Figure 1. Routed clock nets over the placement (run 1).
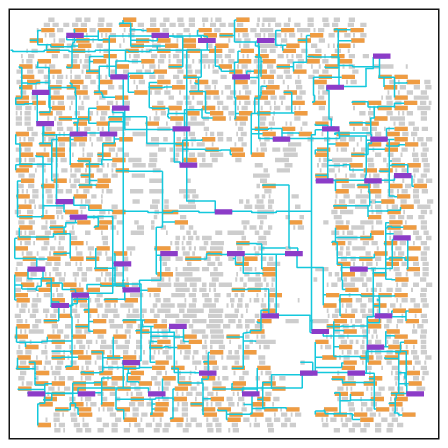
Figure 2. Clock routing (run 1).
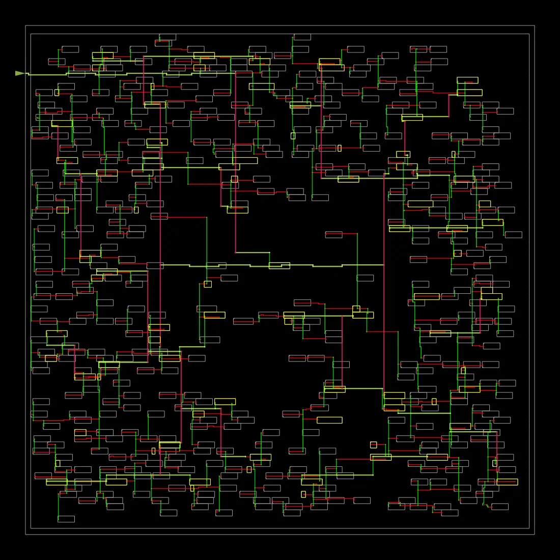
Figure 3. Signal wires on met1 (run 1).
Supply wires on this layer in grey.
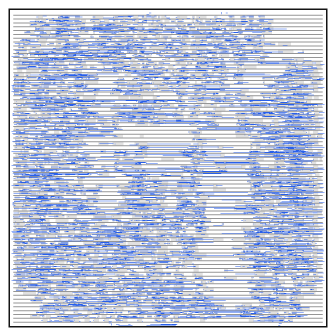
[config.mk]
export PLATFORM = sky130hd
export DESIGN_NAME = mhp_frame_rx_flat
export DESIGN_NICKNAME = d
export VERILOG_FILES = /design/src/rtl/mhp_frame_rx_if.sv /design/src/rtl/mhp_frame_rx.sv /design/src/flat_wrapper.sv
export SDC_FILE = /design/constraint.sdc
export NUM_CORES = 1
export LEC_CHECK = 0
export CAP_MARGIN = 40
export CELL_PAD_IN_SITES_DETAIL_PLACEMENT = 1
export CELL_PAD_IN_SITES_GLOBAL_PLACEMENT = 1
export CORE_MARGIN = 2
export CORE_UTILIZATION = 33
export DETAILED_ROUTE_END_ITERATION = 10
export GPL_ROUTABILITY_DRIVEN = 0
export PLACE_DENSITY = 0.73
export RECOVER_POWER = 50
export SLEW_MARGIN = 10
export SYNTH_ARGS = -nofsm -noshare
export SYNTH_HDL_FRONTEND = slang
export SYNTH_SLANG_ARGS = --single-unit
[constraint.sdc]
create_clock -name clk -period 1.8 [get_ports clk]
set_input_delay 0.27 -clock clk [delete_from_list [all_inputs] [get_ports clk]]
set_output_delay 0.27 -clock clk [all_outputs]
set_load 0.01 [all_outputs]
[src/rtl/mhp_frame_rx_if.sv]
// -----------------------------------------------------------------------------
// mhp_frame_rx_if
// Bundles the byte-stream input and the decoded-frame output of mhp_frame_rx.
//
// Parameter:
//   PAYLOAD_BYTES : payload length in bytes (sets the o_payload width)
//
// Signals (direction as seen by the deserializer, modport slave):
//   i_rdata[7:0]   in   input byte
//   i_rvalid       in   input byte valid
//   o_rready       out  deserializer can accept a byte
//   o_dst/o_src    out  16-bit destination / source address
//   o_size         out  16-bit size field
//   o_dir, o_type  out  direction bit, 7-bit frame type
//   o_payload      out  payload, first byte in the top 8 bits
//   o_scs          out  received checksum field
//   o_err_scs      out  checksum mismatch (qualified by o_valid)
//   o_err_size     out  size field larger than PAYLOAD_BYTES (qualified by o_valid)
//   o_valid        out  frame available
//   i_ready        in   consumer accepts the frame
//   o_err_timeout  out  one-cycle pulse when a partial frame is discarded
//
// Modports: slave = deserializer side, master = link/consumer side.
// -----------------------------------------------------------------------------
interface mhp_frame_rx_if #(
   parameter int PAYLOAD_BYTES = 42
);
   logic [7:0]                 i_rdata;
   logic                       i_rvalid;
   logic                       o_rready;
   logic [15:0]                o_dst;
   logic [15:0]                o_src;
   logic [15:0]                o_size;
   logic                       o_dir;
   logic [6:0]                 o_type;
   logic [PAYLOAD_BYTES*8-1:0] o_payload;
   logic [15:0]                o_scs;
   logic                       o_err_scs;
   logic                       o_err_size;
   logic                       o_valid;
   logic                       i_ready;
   logic                       o_err_timeout;

   modport slave (
      input  i_rdata, i_rvalid, i_ready,
      output o_rready, o_dst, o_src, o_size, o_dir, o_type, o_payload,
             o_scs, o_err_scs, o_err_size, o_valid, o_err_timeout
   );

   modport master (
      output i_rdata, i_rvalid, i_ready,
      input  o_rready, o_dst, o_src, o_size, o_dir, o_type, o_payload,
             o_scs, o_err_scs, o_err_size, o_valid, o_err_timeout
   );
endinterface

[src/rtl/mhp_frame_rx.sv]
// -----------------------------------------------------------------------------
// mhp_frame_rx
// MHP frame deserializer. Collects PAYLOAD_BYTES+9 bytes from a valid/ready
// byte stream into a frame buffer, then presents the decoded header, payload
// and status flags under a valid/ready handshake until the consumer takes it.
// A partially received frame is dropped after TIMEOUT_CYCLES idle cycles.
//
// Parameters:
//   PAYLOAD_BYTES  : payload length in bytes (>= 1)
//   TIMEOUT_CYCLES : idle cycles tolerated mid-frame (0 disables the timeout)
//
// Ports:
//   clk : clock
//   rst : synchronous, active-high reset
//   bus : mhp_frame_rx_if.slave (byte input, frame output, flags)
//
// Build option:
//   MHP_SCS_CHECK_EN : when defined, a 16-bit running byte sum is compared
//                      against the received scs field to drive o_err_scs;
//                      when undefined, o_err_scs is tied to 0.
//
// Wire order (big-endian): dst[2] src[2] size[2] {dir,type} payload[N] scs[2]
// -----------------------------------------------------------------------------
module mhp_frame_rx #(
   parameter int PAYLOAD_BYTES  = 42,
   parameter int TIMEOUT_CYCLES = 255
) (
   input  logic          clk,
   input  logic          rst,
   mhp_frame_rx_if.slave bus
);
   localparam int FRAME_BYTES = PAYLOAD_BYTES + 9;
   localparam int CNT_W       = $clog2(FRAME_BYTES);
   localparam int TMO_W       = (TIMEOUT_CYCLES > 0) ? $clog2(TIMEOUT_CYCLES + 1) : 1;
   localparam logic [CNT_W-1:0] LAST_IDX = CNT_W'(FRAME_BYTES - 1);
   // Abort decision is taken in the cycle the counter would step onto
   // TIMEOUT_CYCLES, so the pulse appears exactly one cycle later.
   localparam logic [TMO_W-1:0] TMO_LAST = TMO_W'((TIMEOUT_CYCLES > 0) ? TIMEOUT_CYCLES - 1 : 0);

   typedef enum logic [1:0] {
      ST_IDLE = 2'd0,
      ST_RECV = 2'd1,
      ST_HOLD = 2'd2
   } state_t;

   state_t                   state_q, state_d;
   logic [CNT_W-1:0]         cnt_q, cnt_d;
   logic [TMO_W-1:0]         tmo_q, tmo_d;
   logic                     tmo_pulse_q, tmo_pulse_d;
   logic                     rdy_en_q;
   logic                     rready;
   logic                     valid;
   logic                     accept;
   logic                     tmo_hit;
   logic [8*FRAME_BYTES-1:0] frame_flat;   // byte k lives at [8*k +: 8]
   logic [8*PAYLOAD_BYTES-1:0] payload_w;
   logic [15:0]              size_w;
   logic [15:0]              scs_w;
   logic                     err_scs;

   assign accept  = bus.i_rvalid && rready;
   assign tmo_hit = (TIMEOUT_CYCLES > 0) && (state_q == ST_RECV) && !accept
                    && (tmo_q == TMO_LAST);

   // ---------------------------------------------------------------- FSM ----
   always_ff @(posedge clk) begin
      if (rst) begin
         state_q <= ST_IDLE;
      end else begin
         state_q <= state_d;
      end
   end

   always_comb begin
      state_d = state_q;
      case (state_q)
         ST_IDLE: if (accept) state_d = ST_RECV;
         ST_RECV: begin
            if (accept && (cnt_q == LAST_IDX)) state_d = ST_HOLD;
            else if (tmo_hit)                  state_d = ST_IDLE;
         end
         ST_HOLD: if (bus.i_ready) state_d = ST_IDLE;
         default: state_d = ST_IDLE;
      endcase
   end

   // o_rready is held low for the first cycle after reset via rdy_en_q.
   always_comb begin
      valid  = 1'b0;
      rready = 1'b0;
      case (state_q)
         ST_HOLD: valid  = 1'b1;
         default: rready = rdy_en_q;
      endcase
   end

   // ------------------------------------------- byte and idle counters ----
   always_comb begin
      cnt_d       = cnt_q;
      tmo_d       = tmo_q;
      tmo_pulse_d = 1'b0;
      case (state_q)
         ST_IDLE: begin
            tmo_d = '0;
            if (accept) cnt_d = CNT_W'(1);
         end
         ST_RECV: begin
            if (accept) begin
               tmo_d = '0;
               cnt_d = (cnt_q == LAST_IDX) ? '0 : cnt_q + 1'b1;
            end else if (tmo_hit) begin
               tmo_pulse_d = 1'b1;
               tmo_d       = '0;
               cnt_d       = '0;
            end else if (TIMEOUT_CYCLES > 0) begin
               tmo_d = tmo_q + 1'b1;
            end
         end
         default: begin
            cnt_d = '0;
            tmo_d = '0;
         end
      endcase
   end

   always_ff @(posedge clk) begin
      if (rst) begin
         cnt_q       <= '0;
         tmo_q       <= '0;
         tmo_pulse_q <= 1'b0;
         rdy_en_q    <= 1'b0;
      end else begin
         cnt_q       <= cnt_d;
         tmo_q       <= tmo_d;
         tmo_pulse_q <= tmo_pulse_d;
         rdy_en_q    <= 1'b1;
      end
   end

   // ------------------------------------------------------ frame buffer ----
   // cnt_q is 0 in IDLE, so the write index is cnt_q in both receive states.
   for (genvar gi = 0; gi < FRAME_BYTES; gi++) begin : g_byte
      logic [7:0] byte_q;
      always_ff @(posedge clk) begin
         if (rst) begin
            byte_q <= '0;
         end else if (accept && (cnt_q == CNT_W'(gi))) begin
            byte_q <= bus.i_rdata;
         end
      end
      assign frame_flat[8*gi +: 8] = byte_q;
   end

   // First payload byte (wire byte 7) goes to the most significant slot.
   for (genvar gi = 0; gi < PAYLOAD_BYTES; gi++) begin : g_payload
      assign payload_w[8*(PAYLOAD_BYTES-1-gi) +: 8] = frame_flat[8*(7+gi) +: 8];
   end

   assign size_w = {frame_flat[8*4 +: 8], frame_flat[8*5 +: 8]};
   assign scs_w  = {frame_flat[8*(FRAME_BYTES-2) +: 8], frame_flat[8*(FRAME_BYTES-1) +: 8]};

   // ---------------------------------------------------------- checksum ----
`ifdef MHP_SCS_CHECK_EN
   localparam logic [CNT_W-1:0] SCS_HI_IDX = CNT_W'(FRAME_BYTES - 2);
   logic [15:0] sum_q, sum_d;

   // Sum covers bytes 0 .. FRAME_BYTES-3; restarts with the first byte.
   always_comb begin
      sum_d = sum_q;
      if (accept) begin
         if (state_q == ST_IDLE)        sum_d = {8'h00, bus.i_rdata};
         else if (cnt_q < SCS_HI_IDX)   sum_d = sum_q + {8'h00, bus.i_rdata};
      end
   end

   always_ff @(posedge clk) begin
      if (rst) begin
         sum_q <= '0;
      end else begin
         sum_q <= sum_d;
      end
   end

   assign err_scs = valid && (sum_q != scs_w);
`else
   assign err_scs = 1'b0;
`endif

   // ----------------------------------------------------------- outputs ----
   assign bus.o_rready      = rready;
   assign bus.o_valid       = valid;
   assign bus.o_dst         = {frame_flat[8*0 +: 8], frame_flat[8*1 +: 8]};
   assign bus.o_src         = {frame_flat[8*2 +: 8], frame_flat[8*3 +: 8]};
   assign bus.o_size        = size_w;
   assign bus.o_dir         = frame_flat[8*6 + 7];
   assign bus.o_type        = frame_flat[8*6 +: 7];
   assign bus.o_payload     = payload_w;
   assign bus.o_scs         = scs_w;
   assign bus.o_err_scs     = err_scs;
   assign bus.o_err_size    = valid && (size_w > 16'(PAYLOAD_BYTES));
   assign bus.o_err_timeout = tmo_pulse_q;

endmodule

[src/flat_wrapper.sv]
// flat-port wrapper written by rule: the top's interface ports become plain ports
module mhp_frame_rx_flat 
#(
   parameter int PAYLOAD_BYTES  = 42,
   parameter int TIMEOUT_CYCLES = 255
)
  (clk, rst, bus_i_rdata, bus_i_rvalid, bus_i_ready, bus_o_rready, bus_o_dst, bus_o_src, bus_o_size, bus_o_dir, bus_o_type, bus_o_payload, bus_o_scs, bus_o_err_scs, bus_o_err_size, bus_o_valid, bus_o_err_timeout);
  mhp_frame_rx_if #(.PAYLOAD_BYTES(PAYLOAD_BYTES)) bus_i ();
  input  logic clk;
  input  logic rst;
  input wire logic [$bits(bus_i.i_rdata)-1:0] bus_i_rdata;
  input wire logic [$bits(bus_i.i_rvalid)-1:0] bus_i_rvalid;
  input wire logic [$bits(bus_i.i_ready)-1:0] bus_i_ready;
  output wire logic [$bits(bus_i.o_rready)-1:0] bus_o_rready;
  output wire logic [$bits(bus_i.o_dst)-1:0] bus_o_dst;
  output wire logic [$bits(bus_i.o_src)-1:0] bus_o_src;
  output wire logic [$bits(bus_i.o_size)-1:0] bus_o_size;
  output wire logic [$bits(bus_i.o_dir)-1:0] bus_o_dir;
  output wire logic [$bits(bus_i.o_type)-1:0] bus_o_type;
  output wire logic [$bits(bus_i.o_payload)-1:0] bus_o_payload;
  output wire logic [$bits(bus_i.o_scs)-1:0] bus_o_scs;
  output wire logic [$bits(bus_i.o_err_scs)-1:0] bus_o_err_scs;
  output wire logic [$bits(bus_i.o_err_size)-1:0] bus_o_err_size;
  output wire logic [$bits(bus_i.o_valid)-1:0] bus_o_valid;
  output wire logic [$bits(bus_i.o_err_timeout)-1:0] bus_o_err_timeout;
  assign bus_i.i_rdata = bus_i_rdata;
  assign bus_i.i_rvalid = bus_i_rvalid;
  assign bus_i.i_ready = bus_i_ready;
  assign bus_o_rready = bus_i.o_rready;
  assign bus_o_dst = bus_i.o_dst;
  assign bus_o_src = bus_i.o_src;
  assign bus_o_size = bus_i.o_size;
  assign bus_o_dir = bus_i.o_dir;
  assign bus_o_type = bus_i.o_type;
  assign bus_o_payload = bus_i.o_payload;
  assign bus_o_scs = bus_i.o_scs;
  assign bus_o_err_scs = bus_i.o_err_scs;
  assign bus_o_err_size = bus_i.o_err_size;
  assign bus_o_valid = bus_i.o_valid;
  assign bus_o_err_timeout = bus_i.o_err_timeout;
  mhp_frame_rx #(.PAYLOAD_BYTES(PAYLOAD_BYTES), .TIMEOUT_CYCLES(TIMEOUT_CYCLES)) u_core (.clk(clk), .rst(rst), .bus(bus_i));
endmodule
==> results.json, run 1 <==
{
  "r2r-start": "u_core.cnt_q[0]$_SDFFE_PP0P_",
  "drc": 0,
  "ys_top_logic_family": "multiplexers",
  "reg_top3": "u_core.g_byte.byte_q: 408 flops, u_core.tmo_q: 8 flops, u_core.cnt_q: 6 flops",
  "dpl.hpwl_mm": 36.6,
  "finalSetupTns_ps": -33000,
  "holdPathEnd": "u_core.g_byte[32].byte_q[7]$_SDFFE_PP0P_",
  "grt_busiest_layer": "met2",
  "start_kind": "flop",
  "final_util_pct": 50.2,
  "cts_tree": "built",
  "numCtsBuffers": 48,
  "drt-total-wl_mm": 56.5,
  "initial_utilization_pct": 33.5,
  "wl_met1_mm": 23.5,
  "cts_hold_buf": 1,
  "reg2regPathDepth": 7,
  "period_used_pct": 118,
  "grt_pass1_wl_mm": 84.7,
  "maxSlewViolCount": 0,
  "netlist.area_leader.share_pct": 53.4,
  "layout_setup_ws_ps": -330,
  "synth-edff-count": 0,
  "clkCellAreaFrac_pct": 7.29,
  "synthAoiAreaFrac_pct": 0.799,
  "status": "complete, but fails checks",
  "yosys-stat-area_um2": 16000,
  "final_cells": 2663,
  "lay_top_count": "nor2_1",
  "mostFrequentLayoutCells": "nor2_1, dfxtp_1, mux2i_1",
  "vias": 13000,
  "max_freq_mhz": 469,
  "cp.required_ps": 1530,
  "top_layer_used": "met4",
  "max_slew_margin_pct": 47.4,
  "row_count": 80,
  "ir_worst_vdd_mv": 0.702,
  "violations": "setup timing",
  "logic_area_um2": 7250,
  "met2WireLength_mm": 27.2,
  "top_area_cell": "dfxtp_1",
  "fp.dieH_um": 224,
  "rr_endpoint": "u_core.g_byte[33].byte_q[3]$_SDFFE_PP0P_",
  "flop_area_um2": 8550,
  "syn-instance-count": 1525,
  "hold_violations": 0,
  "finalSetupViolations": 246
}
Notes on Figure 1 above:
[flip-flops] orange | count: 426
[clock wires] cyan | length: 5900 um
[cells driving clock nets] purple | count: 48
flops lie: spread over the die
routed clock nets: 49
Clk power: 10.7 mW
clk latency late pin: 580 ps
clock network fraction of total power: 51.2%
clk_skew: 24.3 ps

Notes on Figure 2 above:
# clock sinks: 426
Clock buffer cells: 67
flip-flops: 426

Notes on Figure 3 above:
nets with wire on the layer: 1844
wire length on this layer: 23.5 mm
main direction: horizontal
share of all routed wire: 42%

--- run 2 (diff from run 1) ---
- SLEW_MARGIN: 10 -> not set
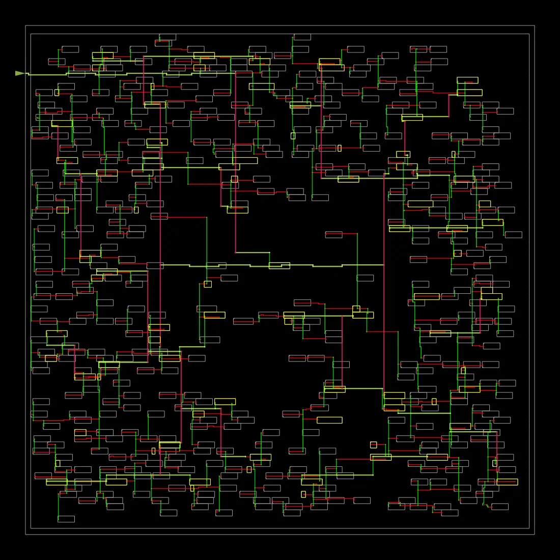
Figure 4: run 2, clock routing.
CTS Buf Count: 48

==> run 2 against run 1 <==
The run still ends with setup timing left; fmax unchanged; non-clock buffer count unchanged; critical endpoint unchanged; highest routed layer unchanged; die size is the same; hold slack unchanged; routed wire length stayed put.
==> results.json, run 2 <==
{
  "maxSlewViolCount": 0,
  "grt_busiest_layer": "met2",
  "max_freq_mhz": 469,
  "clk_latency_ps": 580,
  "flop_area_um2": 8550,
  "cts_hold_buf": 1,
  "netlist.area_leader.share_pct": 53.4,
  "holdPathEnd": "u_core.g_byte[32].byte_q[7]$_SDFFE_PP0P_",
  "clock_skew_ps": 24.3,
  "top_layer_used": "met4",
  "layout_setup_ws_ps": -330,
  "fp.dieH_um": 224,
  "violations": "setup timing",
  "final_util_pct": 50.2,
  "drc": 0,
  "lay_top_count": "nor2_1",
  "powerClk_mw": 10.7,
  "reg_top3": "u_core.g_byte.byte_q: 408 flops, u_core.tmo_q: 8 flops, u_core.cnt_q: 6 flops",
  "status": "complete, but fails checks",
  "ff_count": 426,
  "grt_pass1_wl_mm": 84.7,
  "finalSetupViolations": 246,
  "top_area_cell": "dfxtp_1",
  "mostFrequentLayoutCells": "nor2_1, dfxtp_1, mux2i_1",
  "synth-edff-count": 0,
  "row_count": 80,
  "period_used_pct": 118
}
--- run 3 (diff from run 2) ---
- CORE_UTILIZATION: 33 -> 37
- PLACE_DENSITY: 0.73 -> 0.78
- clock period: 1.8 -> 2.39 ns (I/O delays scaled with it)
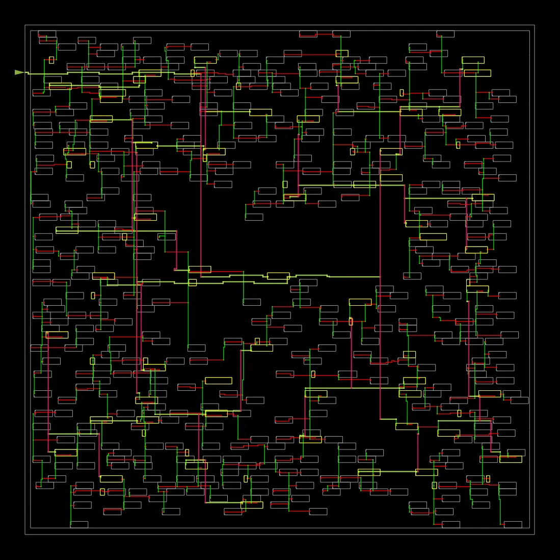
Figure 5: run 3, clock routing.
Clk power: 7.21 mW
Clock buffer cells: 65
clk_skew: 25.6 ps
CTS Buf Count: 47

==> run 3 against run 2 <==
The flow finishes with violations (capacitance limit, slew limit); clock power decreased by 33%; combinational power decreased by 34%; synthesized area is the same; register-to-register slack improved by 360 ps; global-route usage is 2.3 points higher; first-iteration DRC count rose by 38%; largest power group unchanged; highest routed layer unchanged.
==> results.json, run 3 <==
{
  "status": "complete, but fails checks",
  "violations": "capacitance limit, slew limit",
  "power.clock.fraction_pct": 48.6,
  "met2WireLength_mm": 26.4,
  "final_cells": 2555,
  "start_kind": "flop",
  "maxCapViolations": 1,
  "initial_utilization_pct": 37.3,
  "max_slew_margin_pct": -0.168,
  "netlist.area_leader.share_pct": 53.4,
  "maxSlewViolCount": 66,
  "finalSetupTns_ps": 0,
  "flop_area_um2": 8530,
  "largest_reg_flops": 408,
  "cts_hold_buf": 0,
  "synth-edff-count": 0,
  "ir_worst_vdd_mv": 0.560,
  "clkCellAreaFrac_pct": 6.68,
  "max_freq_mhz": 437,
  "final_util_pct": 52.6,
  "drt-total-wl_mm": 55.0,
  "logic_area_um2": 6950,
  "yosys-stat-area_um2": 16000,
  "row_count": 76,
  "reg2regPathDepth": 6,
  "crit_slowest_cell": "or4_1",
  "clock_sinks": 426,
  "rr_endpoint": "u_core.g_byte[43].byte_q[3]$_SDFFE_PP0P_",
  "mostFrequentLayoutCells": "nor2_1, dfxtp_1, mux2i_1",
  "finalSetupViolations": 0,
  "period_used_pct": 95.7,
  "layout_setup_ws_ps": 103,
  "fp.dieH_um": 212,
  "synthAoiAreaFrac_pct": 0.799,
  "cts_tree": "built",
  "reg_top3": "u_core.g_byte.byte_q: 408 flops, u_core.tmo_q: 8 flops, u_core.cnt_q: 6 flops",
  "vias": 12700,
  "r2r-start": "u_core.cnt_q[3]$_SDFFE_PP0P_",
  "hold_violations": 0,
  "top_area_cell": "dfxtp_1",
  "grt_busiest_layer": "met2",
  "clk_latency_ps": 580,
  "drc": 0,
  "syn-instance-count": 1525,
  "dpl.hpwl_mm": 35.6
}
Power and IR drop assume default switching activity.
